Fig. 1: run 1, routed metal per tile
35 x 35 tiles, from white (low) to dark blue (high), scaled to the fullest tile. Values are wire area over tile area, all layers added.
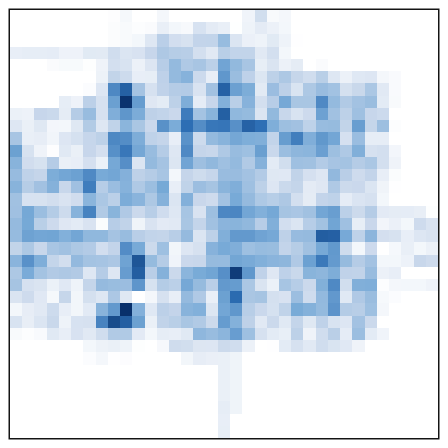
Fig. 2: run 1, clock nets
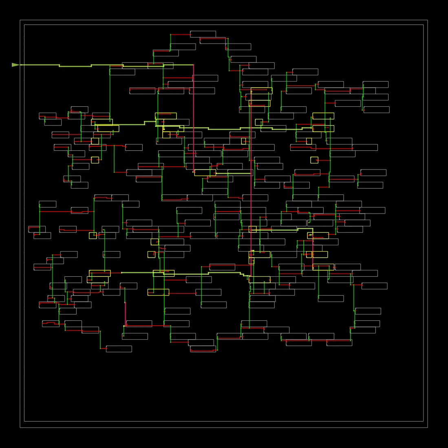
Fig. 3: run 1, logic cells by family
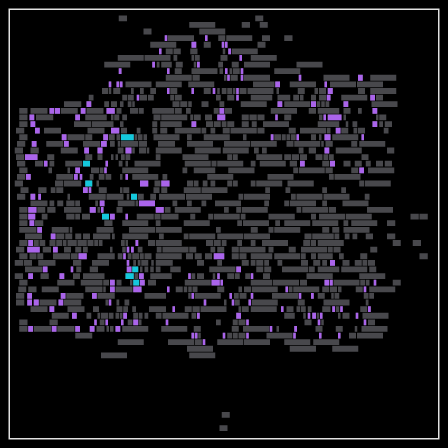
==> config.mk <==
export PLATFORM = sky130hd
export DESIGN_NAME = receive_switch_array
export DESIGN_NICKNAME = d
export VERILOG_FILES = /design/src/rtl/receive_switch_array.sv
export SDC_FILE = /design/constraint.sdc
export NUM_CORES = 1
export LEC_CHECK = 0
export CAP_MARGIN = 20
export CORE_MARGIN = 1.5
export CORE_UTILIZATION = 30
export CTS_CLUSTER_DIAMETER = 30
export DETAILED_ROUTE_END_ITERATION = 12
export MAX_ROUTING_LAYER = met4
export SETUP_SLACK_MARGIN = 0.5
export SLEW_MARGIN = 20
export SYNTH_ARGS = -nofsm -noshare
export SYNTH_HDL_FRONTEND = slang
export SYNTH_SLANG_ARGS = --single-unit
==> constraint.sdc <==
create_clock -name i_clock_10m -period 3 [get_ports i_clock_10m]
set_input_delay 0.3 -clock i_clock_10m [delete_from_list [all_inputs] [get_ports i_clock_10m]]
set_output_delay 0.3 -clock i_clock_10m [all_outputs]
set_load 0.01 [all_outputs]
==> results.sh, run 1 <==
# yosys + openroad results
export IMPL_status="finished, final reports clean"
export IMPL_design_portCount=84
export IMPL_avgViaCountPerCell=4.67
export IMPL_holdBufCountCts=0
export IMPL_primary_ff_master_synth="edfxtp_1"
export IMPL_crit_path_top_delay_cell="or3_1"
export IMPL_clk_pin_slew_ps=70
export IMPL_register_area_sq_um=5080
export IMPL_rows=63
export IMPL_die_w_microns=176
export IMPL_hold_path_depth=2
export IMPL_peakVddDrop_uv=363
export IMPL_edf_count=140
export IMPL_cts_htree_levels=4
export IMPL_detail_route_drc_violations=0
export IMPL_tool_warnings=43
export IMPL_worstMarginPinSlew_ps=660
export IMPL_hold_ws_ps=412
export IMPL_antenna_left=0
export IMPL_worstSetupStartpointType="register"
export IMPL_grt_pass1_wl_mm=32.3
export IMPL_first_pass_iters=5
export IMPL_routability_congestion_estimate_from_global_placement=0.819
export IMPL_floorplan_nets=879
export IMPL_pin_count_of_the_biggest_net_entering_global_routing=51
export IMPL_grt_busiest_layer="met2"
export IMPL_ff2ff_setup_slack_ps=570
export IMPL_common_cells="edfxtp_1, nor2_1, xnor2_1, and2_1, xor2_1"
export IMPL_syn_area_sq_um=8990
export IMPL_use_met3=0.0349
export IMPL_period_utilization_post_route=0.811
export IMPL_detail_route_iter0_violations=400
export IMPL_cap_violations=0
export IMPL_tritoncts_num_buffers=17
export IMPL_final_fill_count=2917
export IMPL_timing_clock_skew_ps=10.6
export IMPL_finalNetCount=970
export IMPL_post_detail_place_hpwl_mm=14.4
export IMPL_critical_path_max_stage_delay_ps=440
export IMPL_synthesis_yosys_warnings=0
export IMPL_topCellsByArea="edfxtp_1, dfxtp_1, xnor2_1"
export IMPL_clkLatencyLatePin_ps=430
export IMPL_count_of_final_max_slew_check_failures=0
export IMPL_initial_utilization=0.304
## Picture notes: Fig. 1
- mean over tiles: 0.10
- nearly empty tiles: 35%
- fullest tile: 0.53
- tiles over half the peak: 8.7%
detailed-route wire length: 20.2 mm
mean routed wirelength per cell: 15.6 microns

## Picture notes: Fig. 2
clock group total power: 0.00216 W
Seq cells: 184

## Picture notes: Fig. 3
- AND-OR and OR-AND gates: cyan (cells 8; where left middle)
- NOR gates: purple (cells 182)
Final Non-Filler Cells: 1,301
Commonest Layout Cell: edfxtp_1

[run 1: metal layers]
metal | up-vias | wire length (microns)
li1 | 3008 | -
met5 | - | 0
met1 | 2886 | 9650
met3 | 24 | 941
met4 | 0 | 344
met2 | 152 | 9310
[run 1: critical path, delay by kind of cell, from the launching register on]
| family | cells | cell delay [ps] |
|---|---|---|
| buffers and inverters | 1 | 180 |
| and+or+nand+nor | 5 | 1720 |
| DFF | 1 | 300 |
[run 1: metrics by stage]
| step | worst slack (ps) | cell area, sq um | utilization | std cells |
|---|---|---|---|---|
| after floorplan | 462 | 9000 | - | 807 |
| after global placement | 23.9 | 10300 | 0.349 | 1268 |
| after detailed placement | 6.94 | 10300 | 0.349 | 1268 |
| after CTS | 568 | 10900 | 0.368 | 1300 |
| after global routing | 507 | 10900 | 0.369 | 1301 |
| final | 568 | 10900 | 0.369 | 1301 |
[run 1: cell type report]
class / count / area share
Inverter: 11 / 0.00378
Sequential cell: 184 / 0.466
Clock buffer: 17 / 0.0390
Timing Repair Buffer: 92 / 0.0861
Clock inverter: 15 / 0.0118
Multi-Input combinational cell: 592 / 0.349
Tap cell: 390 / 0.0447
[run 1: cell families after synthesis]
logic type / count (synthesis) / share of synthesized area
xor+xnor: 125 / 0.122
fa+ha+maj: 4 / 0.00557
compound gates: 45 / 0.0342
simple gates: 417 / 0.256
buf+inv: 31 / 0.0163
mux: 1 / 0.00111
flops: 184 / 0.565
[run 1: power by group]
| group | switching [W] | total [W] | internal, W |
|---|---|---|---|
| logic | 0.0000999 | 0.000220 | 0.000120 |
| clock network | 0.00103 | 0.00216 | 0.00112 |
| registers | 0.0000302 | 0.00281 | 0.00278 |
| total | 0.00116 | 0.00518 | 0.00402 |
Fig. 4: run 1, ports around the boundary
Bar = 50 microns. Pins as bars across the die edge, other pins in gray.
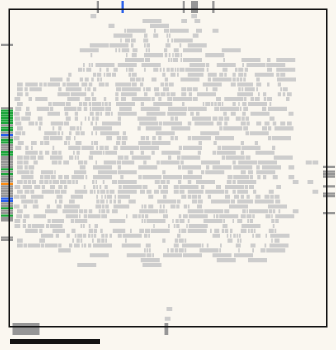

==> inputs of run 2 (changes only) <==
- clock period: 3 -> 2.3 ns (I/O delays scaled with it)
Fig. 5: run 2, ports around the boundary
Bar = 50 microns. Pins as bars across the die edge, other pins in gray.
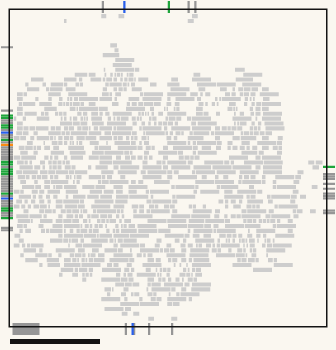
- o_fault: blue (pins 4; direction output; edge 2 left, 1 top, 1 bottom)
- i_reset: orange (pins 1; direction input; edge left)
- i_addr: green (pins 16; direction input; edge 14 left, 1 top, 1 right)
Die X: 176 microns
die height: 176 microns

Fig. 6: run 2, routed metal per tile
35 x 35 tiles, from white (low) to dark blue (high), scaled to the fullest tile. Values are wire area over tile area, all layers added.
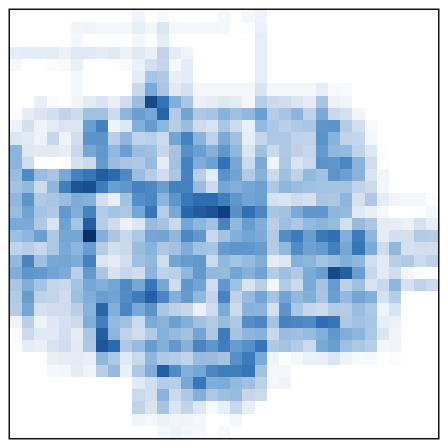
Global Route Usage Sum: 0.158
mean routed wirelength per cell: 16.8 microns
total vias in the final route: 6,528
detailed-route wire length: 23.2 mm

==> results.sh, run 2 <==
# yosys + openroad results
export IMPL_critical_path_max_stage_delay_ps=430
export IMPL_cts_htree_levels=4
export IMPL_tool_warnings=45
export IMPL_finalNetCount=1050
export IMPL_worstPathBufferInverterCount=2
export IMPL_clockPowerShare=0.420
export IMPL_hold_ws_ps=115
export IMPL_failed_checks="negative setup slack"
export IMPL_synthesis_yosys_warnings=0
export IMPL_rows=63
export IMPL_topCellsByArea="edfxtp_1, dfxtp_1, xnor2_1"
export IMPL_edf_count=140
export IMPL_common_cells="edfxtp_1, nor2_1, xnor2_1, and2_1, xor2_1"
export IMPL_clk_pin_slew_ps=70
export IMPL_share_seq_of_total_power=0.532
export IMPL_grt_pass1_wl_mm=35.8
export IMPL_internal_power_component_w=0.00542
export IMPL_initial_utilization=0.304
export IMPL_pin_count_of_the_biggest_net_entering_global_routing=47
export IMPL_final_fill_count=2770
export IMPL_design_portCount=84
export IMPL_setup_violations=104
export IMPL_total_switching_power_w=0.00147
export IMPL_syn_area_sq_um=8990
export IMPL_final_common_cell="edfxtp_1"
export IMPL_status="finished with violations"
export IMPL_holdBufCountCts=0
export IMPL_primary_ff_master_synth="edfxtp_1"
export IMPL_cap_violations=0
export IMPL_crit_cells=8
export IMPL_floorplan_nets=879
export IMPL_crit_path_top_delay_cell="or4_4"
export IMPL_timing_clock_skew_ps=9.44
export IMPL_detail_route_iter0_violations=414
export IMPL_routability_congestion_estimate_from_global_placement=0.797
export IMPL_tritoncts_num_buffers=17
export IMPL_count_of_final_max_slew_check_failures=0
export IMPL_setup_slack_ps=-85.2
export IMPL_post_detail_place_hpwl_mm=15.3
export IMPL_first_pass_iters=5
export IMPL_worstSetupStartpointType="register"
export IMPL_power_switching_share=0.213
Fig. 7: run 2, close-up of the layout
Bar = 5 microns. Region (78, 113) to (98, 133) microns. Cells in gray, sequential cells in the stronger gray; small squares are vias.
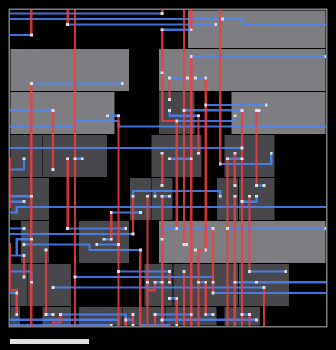
- met1: blue
- met2: red
- most frequent: edfxtp_1 (6), nand2_1 (3), xor2_1 (3)
- cells with their middle in the window: 22
- sequential cells in the window: 6

run 2: layout make-up:
cell class	instances	area (sq um)	area share
flip-flops and latches	184	5090	0.403
clock inverters	11	92.6	0.00733
multi-input cells	597	4670	0.369
repair buffers	167	1770	0.140
well taps	390	488	0.0386
inverters	11	43.8	0.00347
clock buffers	21	485	0.0384
run 2: layer usage:
layer / share of wire / GRT usage
met5: 0 / -
met4: 0.0099 / 0.0424
met3: 0.055 / 0.0278
met2: 0.46 / 0.238
met1: 0.48 / 0.219
run 2: metrics by stage:
step | util | TNS, ps | std cells | total power [W] | cell area, sq um
floorplan | - | -1630 | 807 | 0.00385 | 9220
global placement | 0.364 | -72450 | 1300 | 0.00405 | 10800
detailed placement | 0.364 | -73440 | 1300 | 0.00405 | 10800
CTS | 0.410 | -3320 | 1373 | 0.00691 | 12100
global route | 0.427 | -14270 | 1381 | 0.00708 | 12600
finish | 0.427 | -4750 | 1381 | 0.00689 | 12600
run 2: power groups by stage:
stage          combinational (W)  sequential (W)  clock, W
6_report                0.000332         0.00366   0.00289
5_1_grt                 0.000356         0.00367   0.00305
4_1_cts                 0.000329         0.00366   0.00292
3_5_place_dp            0.000317         0.00374         0
3_3_place_gp            0.000315         0.00373         0
2_1_floorplan           0.000132         0.00372         0
run 2: cells by family after synthesis:
| logic type | count (synthesis) | share of synthesized area |
|---|---|---|
| buffers and inverters | 31 | 0.0163 |
| adder cells (fa/ha/maj) | 4 | 0.00557 |
| flip-flops | 184 | 0.565 |
| AND-OR/OR-AND | 45 | 0.0342 |
| AND/OR/NAND/NOR | 417 | 0.256 |
| XOR/XNOR | 125 | 0.122 |
| multiplexers | 1 | 0.00111 |
Power and IR drop assume default switching activity.
